===== config.mk =====
export PLATFORM = sky130hd
export DESIGN_NAME = johnson_phase_decoder
export DESIGN_NICKNAME = d
export VERILOG_FILES = /design/src/rtl/jdec_pkg.sv /design/src/rtl/johnson_code_classify.sv /design/src/rtl/johnson_phase_decoder.sv
export SDC_FILE = /design/constraint.sdc
export NUM_CORES = 1
export LEC_CHECK = 0
export ABC_AREA = 1
export CAP_MARGIN = 20
export CORE_MARGIN = 5
export CORE_UTILIZATION = 50
export CTS_CLUSTER_DIAMETER = 200
export DETAILED_ROUTE_END_ITERATION = 16
export GPL_TIMING_DRIVEN = 0
export PLACE_DENSITY_LB_ADDON = 0.25
export SYNTH_ARGS = -nofsm -noshare
export SYNTH_HDL_FRONTEND = slang
export SYNTH_SLANG_ARGS = --single-unit

===== constraint.sdc =====
create_clock -name clk -period 1.6 [get_ports clk]
set_input_delay 0.16 -clock clk [delete_from_list [all_inputs] [get_ports clk]]
set_output_delay 0.16 -clock clk [all_outputs]
set_load 0.1 [all_outputs]

===== src/rtl/jdec_pkg.sv =====
// jdec_pkg: shared types and constants for the Johnson phase decoder.
//   state_e : decoder state (HUNT, LOCKED)
//   cls_e   : classification of one sampled code
//   ERRCNT_W: width of the saturating error counter
//   jc_code : Johnson code word of phase k for an n-bit code
package jdec_pkg;
  localparam int ERRCNT_W = 8;
  typedef enum logic {HUNT, LOCKED} state_e;
  typedef enum logic [2:0] {CLS_ILLEGAL, CLS_FIRST, CLS_HOLD, CLS_STEP, CLS_SKIP} cls_e;
  // Phases 0..n fill ones from the bottom; phases n+1..2n-1 drain them from the bottom.
  function automatic logic [31:0] jc_code(input int n, input int k);
    logic [31:0] all_ones;
    all_ones = (32'd1 << n) - 32'd1;
    return k <= n ? (32'd1 << k) - 32'd1 : all_ones & ~((32'd1 << (k - n)) - 32'd1);
  endfunction
endpackage


===== src/rtl/johnson_code_classify.sv =====
// johnson_code_classify: combinational decode of one Johnson code word.
//   code  : N-bit input code
//   legal : code is one of the 2N Johnson phases
//   idx   : phase index of code (0 when illegal)
//   succ  : successor code {code[N-2:0], ~code[N-1]}
module johnson_code_classify import jdec_pkg::*; #(
  parameter int N = 4
) (
  input  logic [N-1:0]             code,
  output logic                     legal,
  output logic [$clog2(2*N)-1:0]   idx,
  output logic [N-1:0]             succ
);
  localparam int IW = $clog2(2*N);
  always_comb begin
    legal = 1'b0;
    idx = '0;
    for (int k = 0; k < 2*N; k++) begin
      if (code == N'(jc_code(N, k))) begin
        legal = 1'b1;
        idx = IW'(k);
      end
    end
  end
  assign succ = {code[N-2:0], ~code[N-1]};
endmodule


===== src/rtl/johnson_phase_decoder.sv =====
// johnson_phase_decoder: registered phase decode and lock tracking of a Johnson counter.
//   clk, rst (async, active-high), en (sample enable), in_code (N-bit code)
//   phase_valid, phase_idx, phase_onehot : decode of the last sample
//   locked     : sequence has stepped correctly LOCK_THRESH times
//   err_pulse  : illegal code, or skip while locked
//   wrap_pulse : step from phase 2N-1 to 0 while locked
//   err_count  : saturating error count, only when JDEC_ERRCNT_EN is defined (else 0)
module johnson_phase_decoder import jdec_pkg::*; #(
  parameter int N           = 4,
  parameter int LOCK_THRESH = 2
) (
  input  logic                    clk,
  input  logic                    rst,
  input  logic                    en,
  input  logic [N-1:0]            in_code,
  output logic                    phase_valid,
  output logic [$clog2(2*N)-1:0]  phase_idx,
  output logic [2*N-1:0]          phase_onehot,
  output logic                    locked,
  output logic                    err_pulse,
  output logic                    wrap_pulse,
  output logic [ERRCNT_W-1:0]     err_count
);
  localparam int IW = $clog2(2*N);
  localparam int P = 2*N;
  logic          legal;
  logic [IW-1:0] idx;
  logic [N-1:0]  succ;
  cls_e          cls;
  logic [3:0]    cnt_inc;
  logic          lock_now;
  state_e        state_q, state_d;
  logic [3:0]    good_cnt_q, good_cnt_d;
  logic          first_q, first_d;
  logic [N-1:0]  prev_code_q, prev_code_d;
  logic [N-1:0]  succ_q, succ_d;
  logic          phase_valid_q, phase_valid_d;
  logic [IW-1:0] phase_idx_q, phase_idx_d;
  logic [P-1:0]  phase_onehot_q, phase_onehot_d;
  logic          locked_q, locked_d;
  logic          err_q, err_d;
  logic          wrap_q, wrap_d;
  johnson_code_classify #(.N(N)) u_cls (
    .code  (in_code),
    .legal (legal),
    .idx   (idx),
    .succ  (succ)
  );
  // succ_q caches the successor of prev_code so STEP is a plain compare.
  assign cls = !legal ? CLS_ILLEGAL :
               first_q ? CLS_FIRST :
               in_code == prev_code_q ? CLS_HOLD :
               in_code == succ_q ? CLS_STEP : CLS_SKIP;
  assign cnt_inc = good_cnt_q + 4'd1;
  assign lock_now = state_q == HUNT && cls == CLS_STEP && int'(cnt_inc) >= LOCK_THRESH;
  always_comb begin
    state_d = state_q;
    good_cnt_d = good_cnt_q;
    first_d = first_q;
    prev_code_d = prev_code_q;
    succ_d = succ_q;
    phase_valid_d = phase_valid_q;
    phase_idx_d = phase_idx_q;
    phase_onehot_d = phase_onehot_q;
    locked_d = locked_q;
    err_d = 1'b0;
    wrap_d = 1'b0;
    if (en) begin
      first_d = cls == CLS_ILLEGAL;
      prev_code_d = legal ? in_code : prev_code_q;
      succ_d = legal ? succ : succ_q;
      phase_valid_d = legal;
      phase_idx_d = legal ? idx : phase_idx_q;
      phase_onehot_d = legal ? {{(P-1){1'b0}}, 1'b1} << idx : '0;
      err_d = cls == CLS_ILLEGAL || (state_q == LOCKED && cls == CLS_SKIP);
      wrap_d = state_q == LOCKED && cls == CLS_STEP && idx == '0;
      state_d = (cls == CLS_ILLEGAL || cls == CLS_SKIP) ? HUNT : lock_now ? LOCKED : state_q;
      good_cnt_d = (cls == CLS_ILLEGAL || cls == CLS_SKIP || lock_now || state_q == LOCKED) ? 4'd0 :
                   cls == CLS_STEP ? cnt_inc : good_cnt_q;
      locked_d = state_d == LOCKED;
    end
  end
  always_ff @(posedge clk or posedge rst) begin
    if (rst) begin
      state_q <= HUNT;
      good_cnt_q <= '0;
      first_q <= 1'b1;
      prev_code_q <= '0;
      succ_q <= '0;
      phase_valid_q <= 1'b0;
      phase_idx_q <= '0;
      phase_onehot_q <= '0;
      locked_q <= 1'b0;
      err_q <= 1'b0;
      wrap_q <= 1'b0;
    end else begin
      state_q <= state_d;
      good_cnt_q <= good_cnt_d;
      first_q <= first_d;
      prev_code_q <= prev_code_d;
      succ_q <= succ_d;
      phase_valid_q <= phase_valid_d;
      phase_idx_q <= phase_idx_d;
      phase_onehot_q <= phase_onehot_d;
      locked_q <= locked_d;
      err_q <= err_d;
      wrap_q <= wrap_d;
    end
  end
`ifdef JDEC_ERRCNT_EN
  logic [ERRCNT_W-1:0] err_cnt_q, err_cnt_d;
  // Count in the same edge as the pulse so err_count already includes it.
  always_comb err_cnt_d = (err_d && err_cnt_q != '1) ? err_cnt_q + 1'b1 : err_cnt_q;
  always_ff @(posedge clk or posedge rst) begin
    if (rst) err_cnt_q <= '0;
    else err_cnt_q <= err_cnt_d;
  end
  assign err_count = err_cnt_q;
`else
  assign err_count = '0;
`endif
  assign phase_valid = phase_valid_q;
  assign phase_idx = phase_idx_q;
  assign phase_onehot = phase_onehot_q;
  assign locked = locked_q;
  assign err_pulse = err_q;
  assign wrap_pulse = wrap_q;
endmodule


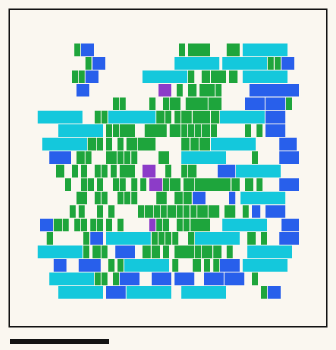
*Placement by cell class, run 1*
The bar under the picture is 20 µm long.
other buffers and delay cells -> blue  # cells 34, share of their area 20%
all other logic -> green  # cells 156, share of their area 43%
flops -> cyan  # cells 25, share of their area 36%
clock drivers and dummy loads -> purple  # cells 4, share of their area 1.5%
Core Footprint: 2760 µm²
Placement Rows: 19
post-route standard cell area excluding fillers: 1790 µm²
share of the core filled with cells: 64.9%

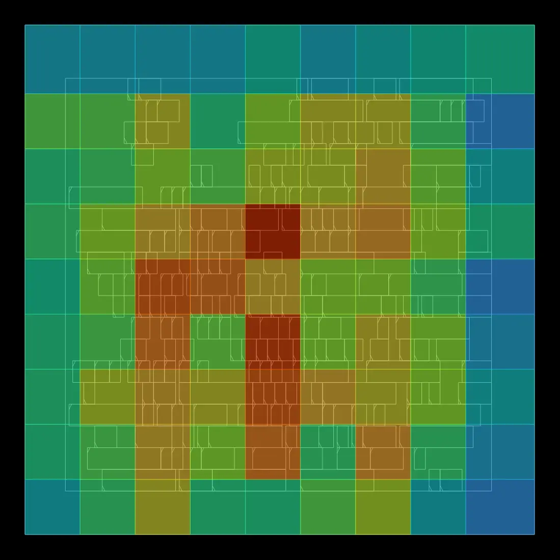
*Routing congestion map, run 1*
global route hottest layer: met2
met3 Usage GRT: 2.63%
overall fraction of global-route tracks in use: 15.1%

==> flow_metrics.env, run 1 <==
# flow metrics
export IMPL_outcome="finished clean"
export IMPL_peakVddDrop_mv=0.718
export IMPL_post_synth_inst_count=187
export IMPL_power_share_clock_pct=17.0
export IMPL_drt_iter0_drc=45
export IMPL_place_congestion=0.891
export IMPL_powerSeq_uw=724
export IMPL_grt_setup_unrepaired="false"
export IMPL_fa_ha_area_share_pct=1.73
export IMPL_die_height_um=63.8
export IMPL_chipWidth_um=63.8
export IMPL_floorplan_die_area_um2=4070
export IMPL_yosysUniqueCellTypes=33
export IMPL_post_dp_cell_area_um2=1710
export IMPL_place_inst=245
export IMPL_p_sw_share_pct=43.2
export IMPL_period_used_pct=92.7
export IMPL_power_static_leakage_uw=0.000927
export IMPL_timing_critical_path_slowest_stage_cell="sky130_fd_sc_hd__clkdlybuf4s15_2"
export IMPL_postSynthSeqShare_pct=43.3
export IMPL_worstPathArrival_ps=1320
export IMPL_post_cts_repair_setup_buffers=0
export IMPL_post_synth_top_count_cell="sky130_fd_sc_hd__nand2_1"
export IMPL_worst_path_buf_inv=1
export IMPL_ios=30
export IMPL_clock_tree_from_tritoncts="done"
export IMPL_grt_first_pass_wirelength_mm=5.18
export IMPL_clock_tree_root_cell="sky130_fd_sc_hd__clkbuf_4"
export IMPL_setup_viol=0
export IMPL_synth_top_area_share_pct=41.5
export IMPL_cts_sinks=25
export IMPL_cp_slowest_stage_delay_ps=580
export IMPL_ys_chip_area_um2=1450
export IMPL_synth_flops=25
export IMPL_total_net_switching_power_uw=722
export IMPL_post_synth_most_frequent_cells="sky130_fd_sc_hd__nand2_1 (57), sky130_fd_sc_hd__dfrtp_1 (24), sky130_fd_sc_hd__inv_1 (19)"
export IMPL_seq_area_um2=627
export IMPL_finalHoldViolations=0
export IMPL_mi_logic_area_um2=658
export IMPL_r2r_start="prev_code_q[1]"
export IMPL_seq_power_share_pct=43.3
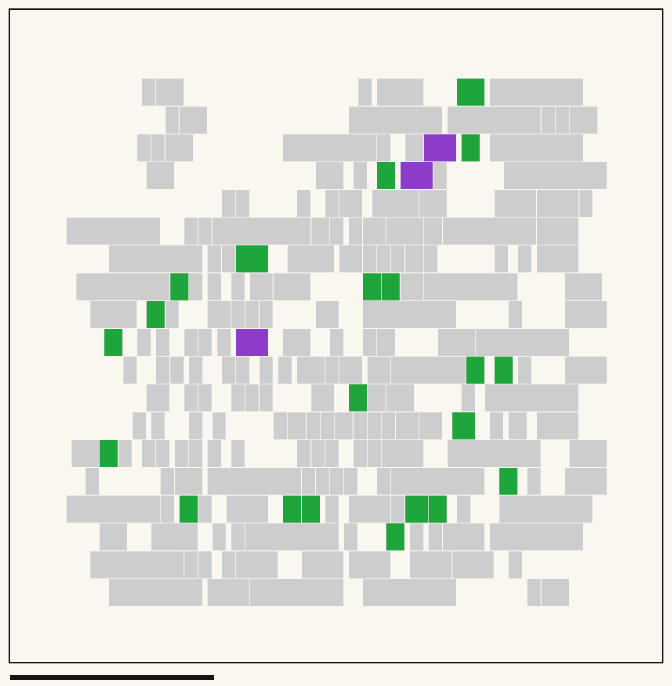
*Gate families picked out, run 1*
The bar under the picture is 20 µm long.
XOR/XNOR gates -> purple  # cells 3, most used xnor2_1
inverting AOI/OAI gates -> green  # cells 21, most used o21ai_0
dominant logic cell type in the layout: sky130_fd_sc_hd__nand2_1
fraction of area in multi-input gates: 36.8%
final cell count without fillers: 250

==> run 1: final cells by class <==
cell class | count | share of cell area [%]
Clock buffer | 4 | 1.47
Timing Repair Buffer | 21 | 14.0
Tap cell | 31 | 2.17
Sequential cell | 25 | 35.0
Multi-Input combinational cell | 131 | 36.8
Inverter | 25 | 5.24
Buffer | 13 | 5.31
==> run 1: layout by cell type, fill, tap and decap left out, types with 2 or more instances in the layout <==
master and count:
sky130_fd_sc_hd__nand3_2 2, sky130_fd_sc_hd__nand3_1 6, sky130_fd_sc_hd__clkbuf_1 2, sky130_fd_sc_hd__dfrtp_1 24, sky130_fd_sc_hd__inv_2 5, sky130_fd_sc_hd__dlymetal6s2s_1 2, sky130_fd_sc_hd__clkbuf_4 3, sky130_fd_sc_hd__o21ai_0 7
sky130_fd_sc_hd__conb_1 8, sky130_fd_sc_hd__clkdlybuf4s15_2 15, sky130_fd_sc_hd__xnor2_1 2, sky130_fd_sc_hd__a31oi_1 2, sky130_fd_sc_hd__o21ai_1 6, sky130_fd_sc_hd__ha_1 2, sky130_fd_sc_hd__nor2_1 12, sky130_fd_sc_hd__nor3_1 2
sky130_fd_sc_hd__inv_1 19, sky130_fd_sc_hd__nand2_2 5, sky130_fd_sc_hd__nand2_1 57, sky130_fd_sc_hd__clkdlybuf4s50_1 3, sky130_fd_sc_hd__buf_4 10, sky130_fd_sc_hd__a21oi_1 4, sky130_fd_sc_hd__nor2_2 6
==> run 1: worst paths after layout <==
path,endpoint,slack [ps],depth (start not counted)
setup / recovery,locked,120,1
hold reg to reg,phase_idx[2],490,2
setup reg to reg,good_cnt_q[0],220,12
hold / removal,prev_code_q[2],140,3
max in group asynchronous,locked,1020,3
min in group asynchronous,err_pulse,150,2
==> run 2, diff against run 1 <==
--- a/config.mk
+++ b/config.mk
@@ -7,7 +7,6 @@
 export LEC_CHECK = 0
 export ABC_AREA = 1
 export CAP_MARGIN = 20
-export CORE_MARGIN = 5
 export CORE_UTILIZATION = 50
 export CTS_CLUSTER_DIAMETER = 200
 export DETAILED_ROUTE_END_ITERATION = 16
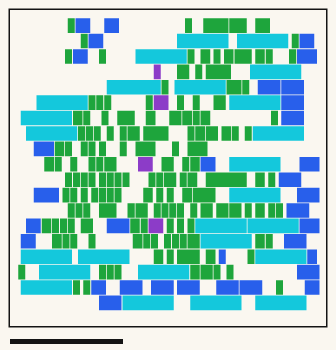
*Placement by cell class, run 2*
The bar under the picture is 20 µm long.
other buffers and delay cells -> blue  # cells 33, share of their area 18%
flops -> cyan  # cells 25, share of their area 36%
all other logic -> green  # cells 156, share of their area 44%
clock drivers and dummy loads -> purple  # cells 4, share of their area 1.5%
flop share of the area: 35.6%
post-route standard cell area excluding fillers: 1760 µm²

==> run 2 against run 1 <==
  * Power is 1.4% lower
  * Fmax is 0.19% higher
  * Global-route usage rose by 4.5 points
  * Clock skew is essentially flat
  * Sequential share of layout area increased by 0.60 points
  * Non-clock buffer count fell by 1
  * Via count fell by 1.9%
  * Critical endpoint is now good_cnt_q[0]
==> flow_metrics.env, run 2 <==
# flow metrics
export IMPL_ys_chip_area_um2=1450
export IMPL_post_synth_inst_count=187
export IMPL_setup_reg_to_reg_worst_slack_ps=170
export IMPL_layout_cells_most_common_list="sky130_fd_sc_hd__nand2_1 (57), sky130_fd_sc_hd__dfrtp_1 (24), sky130_fd_sc_hd__inv_1 (19), sky130_fd_sc_hd__clkdlybuf4s15_2 (15), sky130_fd_sc_hd__nor2_1 (12)"
export IMPL_clock_tree_from_tritoncts="done"
export IMPL_cp_slowest_stage_delay_ps=620
export IMPL_outcome="finished clean"
export IMPL_core_area_um2=2760
export IMPL_p_sw_share_pct=42.8
export IMPL_post_synth_most_frequent_cells="sky130_fd_sc_hd__nand2_1 (57), sky130_fd_sc_hd__dfrtp_1 (24), sky130_fd_sc_hd__inv_1 (19)"
export IMPL_finalHoldViolations=0
export IMPL_ios=30
export IMPL_post_synth_top_count_cell="sky130_fd_sc_hd__nand2_1"
export IMPL_setup_viol=0
export IMPL_peakVddDrop_mv=0.800
export IMPL_hold_depth=3
export IMPL_hold_path_endpoint="prev_code_q[2]"
export IMPL_period_used_pct=92.5
export IMPL_yosysUniqueCellTypes=33
export IMPL_worstPathArrival_ps=1690
export IMPL_grt_first_pass_wirelength_mm=4.93
export IMPL_powerSeq_uw=724
export IMPL_timing_critical_path_slowest_stage_cell="sky130_fd_sc_hd__clkdlybuf4s50_1"
export IMPL_grt_busiest_layer="met2"
export IMPL_place_congestion=0.907
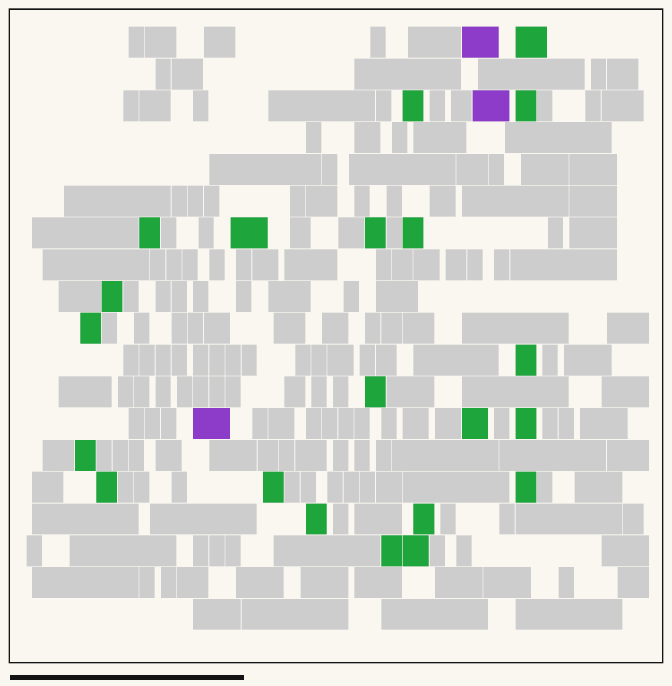
*Gate families picked out, run 2*
The bar under the picture is 20 µm long.
XOR/XNOR gates -> purple  # cells 3, most used xnor2_1
inverting AOI/OAI gates -> green  # cells 21, most used o21ai_0, where spread over the die
fraction of area in multi-input gates: 37.4%
final cell count without fillers: 249

run 2: netlist changes by cell type in the layout (fill, tap and decap cells not counted):
cell	change
sky130_fd_sc_hd__dlymetal6s2s_1	-1
sky130_fd_sc_hd__buf_16	-1
sky130_fd_sc_hd__clkdlybuf4s50_1	+1
run 2: stage by stage:
step / setup slack (ps) / instance area, µm² / hold slack [ps] / util [%] / setup TNS (ps)
4_1_cts: 67.4 / 1760 / 146 / 63.7 / 0
5_1_grt: 3.13 / 1760 / 159 / 63.8 / 0
3_5_place_dp: -269 / 1710 / 468 / 62.1 / -2700
6_report: 119 / 1760 / 149 / 63.8 / 0
2_1_floorplan: 113 / 1470 / 187 / - / 0
3_3_place_gp: -206 / 1710 / 457 / 62.1 / -2150
run 2: worst register-to-register path, cell delays in order, from the launching register on:
cell and delay [ps]:
sky130_fd_sc_hd__dfrtp_1 450, sky130_fd_sc_hd__ha_1 230, sky130_fd_sc_hd__xnor2_1 170, sky130_fd_sc_hd__nand3b_1 90, sky130_fd_sc_hd__nor2_1 130, sky130_fd_sc_hd__nor2_2 60, sky130_fd_sc_hd__nor2_1 90, sky130_fd_sc_hd__nand4_1 90
sky130_fd_sc_hd__nand2_1 80
run 2: logic make-up after synthesis:
logic type	count (synthesis)	synth area share, %
simple gates	97	32.0
buf+inv	38	13.1
flops	25	43.3
compound gates	21	7.87
xor+xnor	3	1.82
fa+ha+maj	2	1.73
other cells	1	0.259
run 2: area by class of cell:
type                       instances  area (µm²)
buffer                            13        95.1
clock buffer                       4        26.3
fill                             247         997
multi-input combinational        131         658
inverter                          25        93.8
timing repair buffer              20         221
sequential                        25         627
tap                               31        38.8
run 2: repair_timing:
action | 4_1_cts | 5_1_grt
endpoints found under the setup margin | 15 | 1
gates resized | 45 | 1
gates cloned | 0 | 0
Power and IR drop assume default switching activity.
